### config.mk
export PLATFORM = sky130hd
export DESIGN_NAME = scan_sequencer
export DESIGN_NICKNAME = d
export VERILOG_FILES = /design/src/rtl/scan_pkg.sv /design/src/rtl/scan_next_line.sv /design/src/rtl/scan_sequencer.sv
export SDC_FILE = /design/constraint.sdc
export NUM_CORES = 1
export LEC_CHECK = 0
export CORE_MARGIN = 2
export CORE_UTILIZATION = 45
export DETAILED_ROUTE_END_ITERATION = 10
export PLACE_DENSITY = 0.7
export SLEW_MARGIN = 10
export SYNTH_ARGS = -nofsm -noshare
export SYNTH_HDL_FRONTEND = slang
export SYNTH_SLANG_ARGS = --single-unit
export TNS_END_PERCENT = 5
### constraint.sdc
create_clock -name clk -period 2.6 [get_ports clk]
set_input_delay 0.26 -clock clk [delete_from_list [all_inputs] [get_ports clk]]
set_output_delay 0.26 -clock clk [all_outputs]
set_load 0.02 [all_outputs]
### src/rtl/scan_pkg.sv
// rtl/scan_pkg.sv - shared types and constants for the decoder scan sequencer
package scan_pkg;

  localparam int LINES = 4;
  localparam int SEL_W = 2;

  typedef enum logic [1:0] {
    IDLE  = 2'd0,
    BLANK = 2'd1,
    DRIVE = 2'd2
  } state_e;

endpackage

### src/rtl/scan_next_line.sv
// rtl/scan_next_line.sv - picks the next unmasked line index, upward mod LINES
module scan_next_line
  import scan_pkg::*;
(
  input  logic [SEL_W-1:0] cur_i,
  input  logic [LINES-1:0] mask_i,
  input  logic             first_i,
  output logic [SEL_W-1:0] next_o,
  output logic             wrapped_o
);

  logic             found;
  logic [SEL_W-1:0] cand;

  // First-hit search; "first" scans from index 0 inclusive, otherwise from cur+1
  always_comb begin
    next_o = cur_i;
    found  = 1'b0;
    cand   = '0;
    for (int k = 0; k < LINES; k++) begin
      cand = first_i ? SEL_W'(k) : cur_i + SEL_W'(k + 1);
      if (!found && !mask_i[cand]) begin
        next_o = cand;
        found  = 1'b1;
      end
    end
    wrapped_o = !first_i && (next_o <= cur_i);
  end

endmodule

### src/rtl/scan_sequencer.sv
// rtl/scan_sequencer.sv - sweeps select/enable of a 2-to-4 decoder with dwell and blanking
module scan_sequencer
  import scan_pkg::*;
#(
  parameter int DWELL_W      = 8,
  parameter int BLANK_CYCLES = 2
) (
  input  logic               clk,
  input  logic               reset,
  input  logic               start,
  input  logic               stop,
  input  logic [DWELL_W-1:0] dwell,
  input  logic [LINES-1:0]   mask,
  output logic               sel0,
  output logic               sel1,
  output logic               enable_n,
  output logic               busy,
  output logic               wrap
);

  localparam int                 BLANK_W    = $clog2(BLANK_CYCLES + 1);
  localparam logic [BLANK_W-1:0] BLANK_LAST = BLANK_W'(BLANK_CYCLES - 1);

  state_e             state_q, state_d;
  logic [DWELL_W-1:0] dwell_cnt_q, dwell_cnt_d;
  logic [BLANK_W-1:0] blank_cnt_q, blank_cnt_d;
  logic [DWELL_W-1:0] dwell_q, dwell_d;
  logic [LINES-1:0]   mask_q, mask_d;
  logic [SEL_W-1:0]   sel_q, sel_d;
  logic               enable_n_q, enable_n_d;
  logic               busy_q, busy_d;
  logic               wrap_q, wrap_d;

  logic               start_ok;
  logic               blank_done;
  logic               dwell_done;
  logic [SEL_W-1:0]   nl_next;
  logic               nl_wrapped;

  // A start with every line masked would have nothing to drive, so it is dropped
  assign start_ok   = start && !stop && (mask != '1);
  assign blank_done = (blank_cnt_q == BLANK_LAST);
  assign dwell_done = (dwell_cnt_q == dwell_q);

  // From IDLE the search uses the live mask, since it is being latched on that edge
  scan_next_line u_next_line (
    .cur_i     (sel_q),
    .mask_i    ((state_q == IDLE) ? mask : mask_q),
    .first_i   (state_q == IDLE),
    .next_o    (nl_next),
    .wrapped_o (nl_wrapped)
  );

  // State and output registers; reset returns everything to the parked idle values
  always_ff @(posedge clk) begin
    if (reset) begin
      state_q     <= IDLE;
      dwell_cnt_q <= '0;
      blank_cnt_q <= '0;
      dwell_q     <= '0;
      mask_q      <= '0;
      sel_q       <= '0;
      enable_n_q  <= 1'b1;
      busy_q      <= 1'b0;
      wrap_q      <= 1'b0;
    end else begin
      state_q     <= state_d;
      dwell_cnt_q <= dwell_cnt_d;
      blank_cnt_q <= blank_cnt_d;
      dwell_q     <= dwell_d;
      mask_q      <= mask_d;
      sel_q       <= sel_d;
      enable_n_q  <= enable_n_d;
      busy_q      <= busy_d;
      wrap_q      <= wrap_d;
    end
  end

  // Next-state: stop aborts BLANK immediately but lets a DRIVE dwell finish
  always_comb begin
    state_d = state_q;
    case (state_q)
      IDLE:    if (start_ok) state_d = BLANK;
      BLANK:   if (stop) state_d = IDLE;
               else if (blank_done) state_d = DRIVE;
      DRIVE:   if (dwell_done) state_d = stop ? IDLE : BLANK;
      default: state_d = IDLE;
    endcase
  end

  // Output/datapath next values; sel only moves when entering BLANK so enable_n is high
  always_comb begin
    dwell_q_hold: begin
      dwell_d = dwell_q;
      mask_d  = mask_q;
    end
    sel_d       = sel_q;
    wrap_d      = 1'b0;
    enable_n_d  = (state_d != DRIVE);
    busy_d      = (state_d != IDLE);
    blank_cnt_d = (state_q == BLANK && state_d == BLANK) ? blank_cnt_q + 1'b1 : '0;
    dwell_cnt_d = (state_q == DRIVE && state_d == DRIVE) ? dwell_cnt_q + 1'b1 : '0;
    if (state_q == IDLE && state_d == BLANK) begin
      sel_d   = nl_next;
      mask_d  = mask;
      dwell_d = dwell;
    end else if (state_q == DRIVE && state_d == BLANK) begin
      sel_d  = nl_next;
      wrap_d = nl_wrapped;
    end
  end

  assign sel0     = sel_q[0];
  assign sel1     = sel_q[1];
  assign enable_n = enable_n_q;
  assign busy     = busy_q;
  assign wrap     = wrap_q;

endmodule

Figure 1. PDN straps and rails (run 1).
Scale: 8 px per µm. Pins as bars on the die edge.
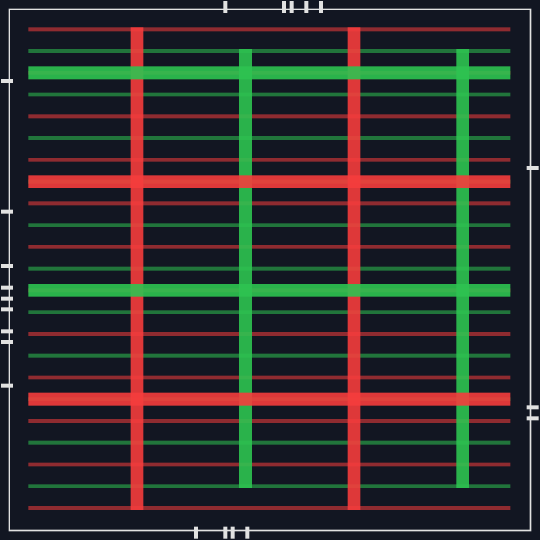
Key: green = VDD; red = VSS
4 straps on met5. 4 straps on met4. 23 met1 rails follow the rows. The core has 22 rows.
die x size: 65.0 µm
Max VDD drop: 0.000413 V

Figure 2. Track usage over the die (run 1).
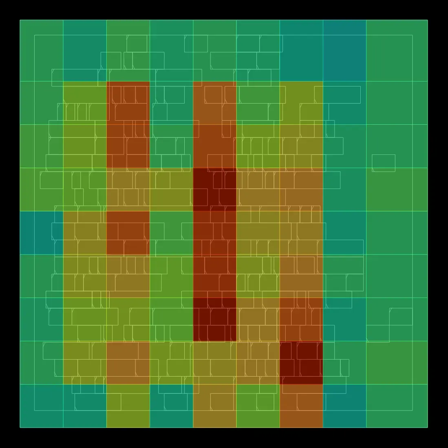
met1 Use GR: 22.2%
GR Util met2: 32.7%
met3 Resource Use GR: 5.21%
routed length per instance: 13.9 µm

Figure 3. Routed clock nets over the placement (run 1).
Scale: 10 px per µm.
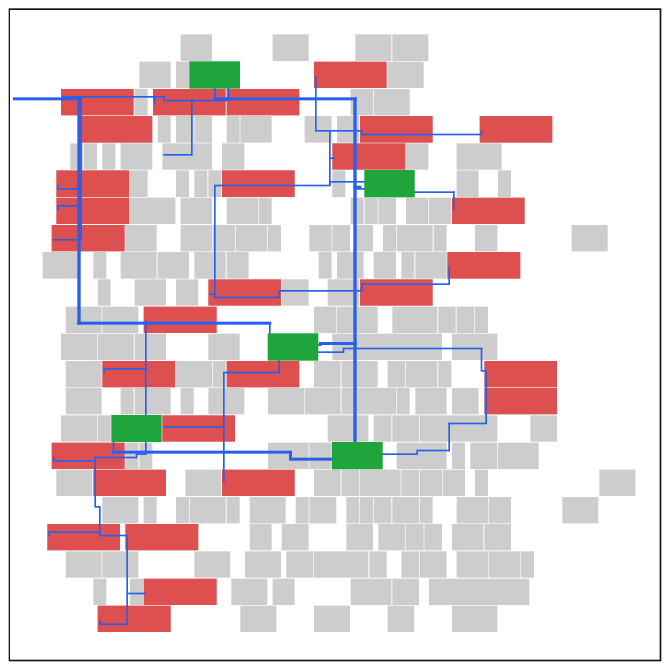
Key: red = flip-flops [count 29]; blue = clock wires [length 409 µm]; green = clock-net drivers [count 5]
There are 6 routed clock nets. Position of the flops: spread over the die.
Clock power frac: 41.8%
Skew-Pair Late Insertion Delay: 290 ps
Setup Skew: 8.40 ps
Clk power: 484 µW

==> flow_summary_export.csv, run 1 <==
group,metric,value,unit
layout,largest_class,"combinational gates",
yosys,syn_area,1670,µm²
power_and_ir_drop,powerDensity,566,nW/µm²
layout,ff_count,29,
outcome,status,"completed",
routing,routed_wl,3590,µm
power_and_ir_drop,switching_share,24.7,%
power_and_ir_drop,maxPowerGroup,"the clock network",
placement,dp.cells,250,
layout,drive_gt1_share,14.3,%
placement,dp_hpwl,2670,µm
global_routing,top_usage_layer,"met2",
placement,place.gp.congestion,0.915,
timing,setup_slack,220,ps
layout,layout_top_cell,"dfxtp_1",
yosys,synth-edff-count,0,
power_and_ir_drop,p_switching,286,µW
clock_tree,cts_root_buf,"clkbuf_8",
yosys,ys_seq_share,34.7,%
yosys,ys_cells,184,
floorplanning,well_tap_count,48,
worst_setup_path,cp_slowest_cell,"a2111oi_4",
run 1: worst min-delay path by stage:
stage	startpoint	end	slack, ps	depth (start not counted)
2_1_floorplan	dwell[0]	dwell_q[0]$_SDFFE_PP0P_	400	2
3_3_place_gp	blank_cnt_q[0]$_SDFF_PP0_	blank_cnt_q[0]$_SDFF_PP0_	420	1
3_5_place_dp	blank_cnt_q[0]$_SDFF_PP0_	blank_cnt_q[0]$_SDFF_PP0_	450	1
4_1_cts	blank_cnt_q[0]$_SDFF_PP0_	blank_cnt_q[0]$_SDFF_PP0_	460	1
5_1_grt	blank_cnt_q[0]$_SDFF_PP0_	blank_cnt_q[0]$_SDFF_PP0_	490	1
6_report	blank_cnt_q[0]$_SDFF_PP0_	blank_cnt_q[0]$_SDFF_PP0_	450	1
--- run 2 (diff from run 1) ---
--- a/config.mk
+++ b/config.mk
@@ -5,10 +5,13 @@
 export SDC_FILE = /design/constraint.sdc
 export NUM_CORES = 1
 export LEC_CHECK = 0
+export ABC_AREA = 1
+export CELL_PAD_IN_SITES_DETAIL_PLACEMENT = 0
+export CELL_PAD_IN_SITES_GLOBAL_PLACEMENT = 1
 export CORE_MARGIN = 2
-export CORE_UTILIZATION = 45
+export CORE_UTILIZATION = 39
 export DETAILED_ROUTE_END_ITERATION = 10
-export PLACE_DENSITY = 0.7
+export PLACE_DENSITY = 0.82
 export SLEW_MARGIN = 10
 export SYNTH_ARGS = -nofsm -noshare
 export SYNTH_HDL_FRONTEND = slang
==> flow_summary_export.csv, run 2 <==
group,metric,value,unit
timing,setup_slack,328,ps
placement,dp.cells,313,
layout,lay_top_cells,"nand2_1 (66), inv_1 (32), dfxtp_1 (29), clkdlybuf4s50_1 (20), nor2_1 (19)",
layout,final_cells,321,
layout,drive_gt1_share,12.5,%
clock_tree,clock_latency,280,ps
worst_setup_path,crit_end,"wrap$_SDFF_PP0_",
power_and_ir_drop,switching_share,29.1,%
worst_setup_path,reg2reg_depth,13,
power_and_ir_drop,clockPowerShare,34.2,%
yosys,synthCells,243,
min_path,min_path_cells,1,
yosys,ys_seq_share,34.9,%
placement,place.gp.congestion,0.842,
yosys,syn_area,1660,µm²
power_and_ir_drop,seq_power_share,46.0,%
worst_setup_path,worstReg2RegEnd,"wrap$_SDFF_PP0_",
worst_setup_path,crit_buf_inv,2,
layout,layout_top_cell,"nand2_1",
worst_setup_path,cp_slowest_cell,"dfxtp_1",
clock_tree,cts_root_buf,"clkbuf_8",
placement,dp_hpwl,2740,µm
placement,portBuffers,20,
min_path,min_from,"blank_cnt_q[0]$_SDFF_PP0_",
yosys,synth-edff-count,0,
yosys,synth_top_area_share,34.9,%
power_and_ir_drop,powerDensity,511,nW/µm²
outcome,status,"completed",
global_routing,grt_max_degree,14,
timing,finalSetupTns,0,ps
yosys,ys_cells,243,
worst_setup_path,critPathMaxStageDelay,510,ps
timing,finClkSkew,3.57,ps
power_and_ir_drop,p_switching,300,µW
## run 2: power by group through the flow
stage          Combinational (µW)  Clock, µW  Sequential [µW]
6_report                      204        353              474
5_1_grt                       236        383              476
4_1_cts                       205        363              474
3_5_place_dp                  204          0              483
3_3_place_gp                  204          0              483
2_1_floorplan                 136          0              484
## run 2: final cells by class
cell class,count,area (µm²),area share [%]
multi-input cells,174,932,46.2
flip-flops and latches,29,581,28.7
repair buffers,23,223,11.0
inverters,37,139,6.88
clock buffers,6,72.6,3.59
well taps,50,62.6,3.10
clock inverters,2,10.0,0.496
## run 2: layer usage
layer | global-route usage (%) | share of wire, %
met1 | 21.3 | 49
met2 | 26.9 | 45
met3 | 2.91 | 4.0
met4 | 7.41 | 1.6
met5 | 0 | 0
Figure 4. PDN straps and rails (run 2).
Scale: 6 px per µm. Pins as bars on the die edge.
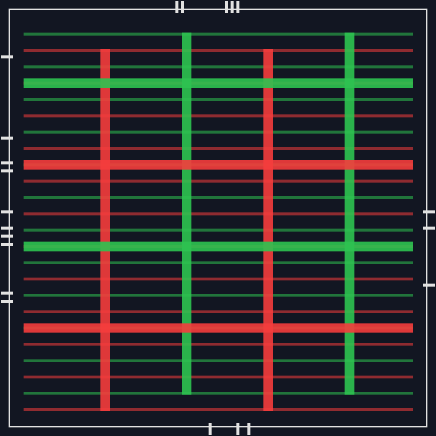
Key: red = VSS; green = VDD
21 signal pins sit on the boundary. The core has 23 rows. 4 straps on met4. 4 straps on met5.
core area: 4060 µm²
die x size: 69.3 µm
die y size: 69.3 µm
Max VDD drop: 0.000414 V

Figure 5. Local utilization (run 2).
Scale: 4 px per µm. The die is cut into 7 by 7 equal tiles; white is low, dark blue is high, 0 to 100% covered.
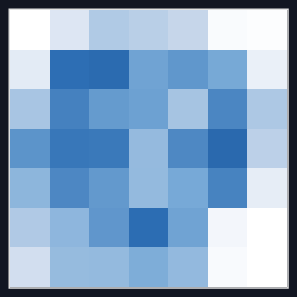
The emptiest ninth of the die: bottom right. The mean over all tiles is 41%. 8.2% of the tiles are nearly empty. The densest ninth of the die: left middle. 6.1% of the tiles are over 75% full.
Util after Layout: 49.8%
FP Util: 41.0%

Figure 6. Routed metal, one colour a layer (run 2).
Scale: 8 px per µm. Only two layers are drawn.
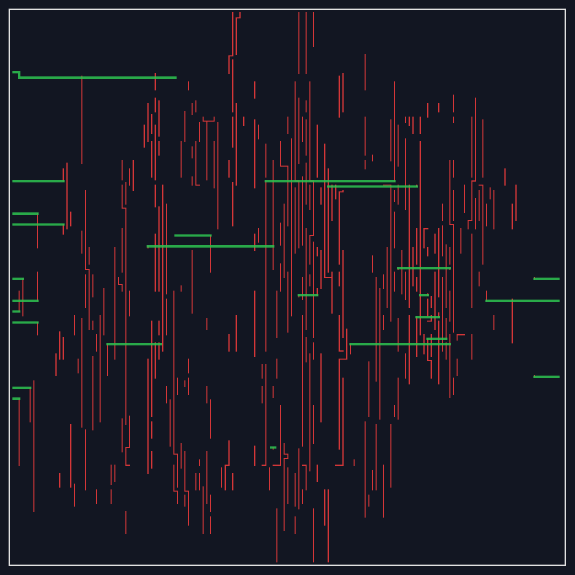
Key: green = M3 [wire length 143 µm]; red = M2 [wire length 1610 µm]
gr usage total: 16.5%
Detailed Route WL: 3570 µm
via count: 1544
routed length per instance: 11.1 µm

Power is estimated from default activity; no workload was simulated.
